**src/rtl/wshb_arbiter.sv**
```systemverilog
// Two-master round-robin Wishbone classic arbiter in front of a single slave.
// Grants are bounded to MAXBURST acked transfers whenever the other master waits.
module wshb_arbiter #(
   parameter int unsigned MAXBURST = 64
) (
   input  logic        CLK,
   input  logic        RST,
   input  logic        m0_cyc,
   input  logic        m0_stb,
   input  logic        m0_we,
   input  logic [31:0] m0_adr,
   input  logic [1:0]  m0_sel,
   input  logic [15:0] m0_dat_ms,
   output logic [15:0] m0_dat_sm,
   output logic        m0_ack,
   input  logic        m1_cyc,
   input  logic        m1_stb,
   input  logic        m1_we,
   input  logic [31:0] m1_adr,
   input  logic [1:0]  m1_sel,
   input  logic [15:0] m1_dat_ms,
   output logic [15:0] m1_dat_sm,
   output logic        m1_ack,
   output logic        s_cyc,
   output logic        s_stb,
   output logic        s_we,
   output logic [31:0] s_adr,
   output logic [1:0]  s_sel,
   output logic [15:0] s_dat_ms,
   input  logic [15:0] s_dat_sm,
   input  logic        s_ack,
   output logic [1:0]  grant
);

   localparam int unsigned CW = $clog2(MAXBURST + 1);
   localparam logic [CW-1:0] CNT_MAX = CW'(MAXBURST);
   localparam logic [CW-1:0] CNT_PRE = CW'(MAXBURST - 1);

   typedef enum logic [1:0] {
      IDLE = 2'b00,
      GNT0 = 2'b01,
      GNT1 = 2'b10
   } state_t;

   state_t        state_r;
   state_t        state_nxt;
   logic          last_r;
   logic [CW-1:0] count_r;
   logic          own_cyc;
   logic          own_stb;
   logic          other_cyc;
   logic          xfer;
   logic          at_limit;

   assign grant     = state_r;
   assign m0_dat_sm = s_dat_sm;
   assign m1_dat_sm = s_dat_sm;

   // Bus mux: the registered owner drives the slave; IDLE drops any slave ack.
   always_comb begin
      s_cyc     = 1'b0;
      s_stb     = 1'b0;
      s_we      = 1'b0;
      s_adr     = 32'h0000_0000;
      s_sel     = 2'b00;
      s_dat_ms  = 16'h0000;
      m0_ack    = 1'b0;
      m1_ack    = 1'b0;
      own_cyc   = 1'b0;
      own_stb   = 1'b0;
      other_cyc = 1'b0;
      case (state_r)
         GNT0: begin
            s_cyc     = m0_cyc;
            s_stb     = m0_stb;
            s_we      = m0_we;
            s_adr     = m0_adr;
            s_sel     = m0_sel;
            s_dat_ms  = m0_dat_ms;
            m0_ack    = s_ack;
            own_cyc   = m0_cyc;
            own_stb   = m0_stb;
            other_cyc = m1_cyc;
         end
         GNT1: begin
            s_cyc     = m1_cyc;
            s_stb     = m1_stb;
            s_we      = m1_we;
            s_adr     = m1_adr;
            s_sel     = m1_sel;
            s_dat_ms  = m1_dat_ms;
            m1_ack    = s_ack;
            own_cyc   = m1_cyc;
            own_stb   = m1_stb;
            other_cyc = m0_cyc;
         end
         IDLE: begin
         end
         default: begin
         end
      endcase
   end

   assign xfer     = s_ack & own_stb;
   assign at_limit = (count_r == CNT_MAX) || ((count_r == CNT_PRE) && xfer);

   // Next-state: ties go to the master that did not own the bus last.
   always_comb begin
      state_nxt = state_r;
      case (state_r)
         IDLE: begin
            if (m0_cyc && !m1_cyc) begin
               state_nxt = GNT0;
            end else if (!m0_cyc && m1_cyc) begin
               state_nxt = GNT1;
            end else if (m0_cyc && m1_cyc) begin
               state_nxt = last_r ? GNT0 : GNT1;
            end else begin
               state_nxt = IDLE;
            end
         end
         GNT0, GNT1: begin
            if (!own_cyc || (other_cyc && at_limit)) begin
               state_nxt = IDLE;
            end else begin
               state_nxt = state_r;
            end
         end
         default: begin
            state_nxt = IDLE;
         end
      endcase
   end

   // State, last-owner and saturating burst counter registers.
   always_ff @(posedge CLK) begin
      if (RST) begin
         state_r <= IDLE;
         last_r  <= 1'b1;
         count_r <= {CW{1'b0}};
      end else begin
         state_r <= state_nxt;
         if ((state_r == IDLE) && (state_nxt != IDLE)) begin
            count_r <= {CW{1'b0}};
            last_r  <= (state_nxt == GNT1);
         end else if ((state_r != IDLE) && xfer && (count_r != CNT_MAX)) begin
            count_r <= count_r + CW'(1);
         end
      end
   end

endmodule
```
**config.mk**
```make
export PLATFORM = sky130hd
export DESIGN_NAME = wshb_arbiter
export DESIGN_NICKNAME = d
export VERILOG_FILES = /design/src/rtl/wshb_arbiter.sv
export SDC_FILE = /design/constraint.sdc
export NUM_CORES = 1
export LEC_CHECK = 0
export CORE_MARGIN = 5
export CORE_UTILIZATION = 24
export DETAILED_ROUTE_END_ITERATION = 16
export GPL_TIMING_DRIVEN = 1
export PLACE_DENSITY = 0.79
export SETUP_SLACK_MARGIN = 0.05
export SLEW_MARGIN = 20
export SYNTH_ARGS = -nofsm -noshare
export SYNTH_HDL_FRONTEND = slang
export SYNTH_SLANG_ARGS = --single-unit
```
**constraint.sdc**
```tcl
create_clock -name CLK -period 2.05 [get_ports CLK]
set_input_delay 0.41 -clock CLK [delete_from_list [all_inputs] [get_ports CLK]]
set_output_delay 0.41 -clock CLK [all_outputs]
set_load 0.02 [all_outputs]
```
==> GITHUB_STEP_SUMMARY <==
### Flow metrics

| Metric | Value |
|---|---|
| Die Wd | between 90 and 100 um |
| Count of antenna-violating nets left after detailed routing | 0 |
| Count of inverters not on the clock network in the layout | 5 |
| Clock transition at the register clock pins on the worst setup and hold paths after CTS | 0.05 ns |
| Critical path launch point type | input pin |
| Combinational gate area | 1520 um^2 |
| Number of failing setup endpoints in the final timing report | 0 |
| Peak supply drop | 483 uV |
| Worst hold path startpoint | count_r[1]$_SDFFE_PP0P_ |
| Switching part of the total | between 30% and 40% |
| Count leader, synth | sky130_fd_sc_hd__nor2b_1 |
| Most frequent logic cells in the routed design | 110 x sky130_fd_sc_hd__clkdlybuf4s50_1, 37 x sky130_fd_sc_hd__nor2b_2, 30 x sky130_fd_sc_hd__a22oi_1 |
| Top Consumer | combinational cells |
| Die outline area | 8870 um^2 |
| Sink of the worst hold path | count_r[1]$_SDFFE_PP0P_ |
| Synth Area per Inst | 7.27 um^2 |
| Cell with the biggest individual delay on the critical path | sky130_fd_sc_hd__or4b_1 |
| Final Routed Wirelength | a little under 9 mm |
| Most flops, register | count_r |
| Net switching component of the power | 0.000462 W |
| Drt initial violations | 70 |
| Pin count of the biggest net entering global routing | 31 |
| Leading cell types by total area after synthesis | sky130_fd_sc_hd__a22oi_1 23%, sky130_fd_sc_hd__nor2b_1 19%, sky130_fd_sc_hd__buf_4 15% |
| Clock power share | 17.9% |
| CP max stage delay | 0.52 ns |
| Post-detailed-placement half-perimeter wirelength | 6.59 mm |
| Reg-to-reg setup timing slack | around 0.01 ns |
| Quantity of gates resized following cts | roughly 210 |
| Clock tree cell share of total cell area | 1.48% |
| Final count of pins violating max slew | 0 |
| Share of layout cells above drive strength 1 | 43.5% |
| Area growth, synth to finish | 118% |
| P_leak | 1.34 nW |
| Post-synth regs | 10 |
| Crit Reg-Reg Endpoint | last_r$_SDFFE_PP1P_ |
| WP buf/inv | 1 |
| Met1 layer wirelength in the final routing | 2.83 mm |
| Yosys synthesis chip area | between 1500 and 2000 um^2 |
| Pre-antenna DRT Iters | 4 |
| Status | finished, final reports clean |
| Number of gates on the worst path with buffers counted | 6 |
| Source-to-sink clock delay at the later pin of the worst-skew pair | 0.24 ns |
| Ordered list of cells on the worst path | clkdlybuf4s50_1 -> a22oi_2 -> or4b_1 -> a32o_2 -> a32oi_2 -> a2bb2oi_2 |
| Clock root buffer master | sky130_fd_sc_hd__clkbuf_8 |
| Final hold violation count | 0 |
| Register area share after synthesis | between 10% and 20% |
| Nets@finish | between 500 and 600 |
| Depth of the most critical reg-to-reg path | 7 |
| Count of unresolved DRC violations after routing | 0 |
| Height of the die | 94.2 um |
| Number of levels in the clock H-tree | 1 |
| Cells after DPL | 458 |
| Global routing met1 resource utilization | roughly 17% |
| Highest Clock Rate | 490 MHz |
| Largest contributor to cell area by class | buffers |
| Tap cells | 96 |
| Part of the power in registers | 15.2% |
| Clock Skew | 0.00205 ns |
| Setup crit end kind | flip-flop |
| Critical path destination | last_r$_SDFFE_PP1P_ |
| Required time worst endpoint | 2.23 ns |
| Via count of the first global-routing pass | 2275 |
| Synth cell types | 34 |
| Most frequently placed logic cell in the final layout | sky130_fd_sc_hd__clkdlybuf4s50_1 |
| Arrival time of the worst setup path | 2.22 ns |
| Crit Path Max Fanout | 4 |
| Yosys warnings | 0 |
| Seq. cell area | 208 um^2 |
-- logic make-up after synthesis --
logic type	Yosys count	share of synthesized area, %
AOI/OAI and AO/OA	66	30.5
adders and majority gates	6	4.41
and+or+nand+nor	91	30.8
xor gates and xnor gates	6	3.09
DFF	10	11.8
buffers and inverters	55	19.4
-- through the flow --
step / hold WS [ns] / total power (W) / TNS [ns]
global route: 0.545 / 0.00145 / -0.168
CTS: 0.518 / 0.00130 / -0.0139
global placement: 0.490 / 0.000976 / -6.30
detailed placement: 0.512 / 0.000988 / -7.22
finish: 0.523 / 0.00138 / 0
floorplan: 0.473 / 0.000657 / 0
-- worst min-delay path, stage by stage, from the launching register on --
cell and delay (ns):
sky130_fd_sc_hd__dfxtp_1 0.34, sky130_fd_sc_hd__nand2_1 0.09, sky130_fd_sc_hd__a21oi_2 0.05
==> images/density.png <==
(4 px per um) 9 x 9 tiles, from black (low) to pale yellow (high), 0 to 100% covered.
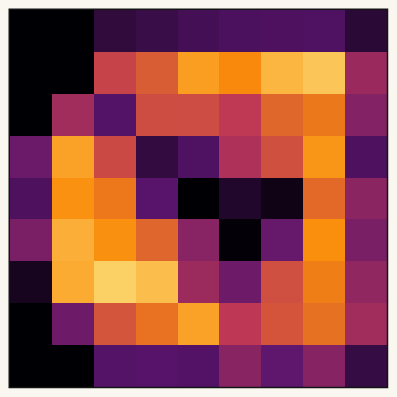
emptiest ninth of the die	upper left
mean over tiles	41%
tiles over 75% full	16%
starting density of the core: 24.9%
core region area: 6830 um^2

==> images/final_clocks.png <==
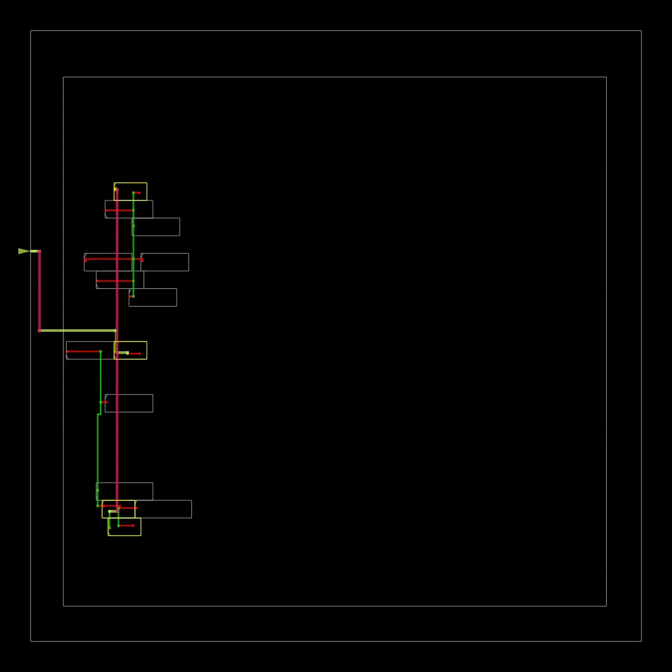
number of buffers inserted during clock tree synthesis: 3
count of sequential standard cells: 10
CLK BUF: 4

==> images/cell_classes.png <==
(3 px per um)
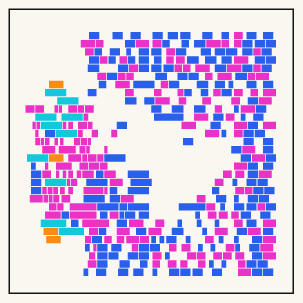
colour	class	cells	share of their area
orange	clock drivers and dummy loads	4	1.5%
cyan	flip-flops	10	5.8%
magenta	all other logic	174	43%
blue	other buffers and delay cells	184	50%
Final Cell Area: 3710 um^2
Site Rows: 30
Post-Route Utilization: 54.3%
register fraction of the total cell area: 5.60%

Power and IR drop assume default switching activity.
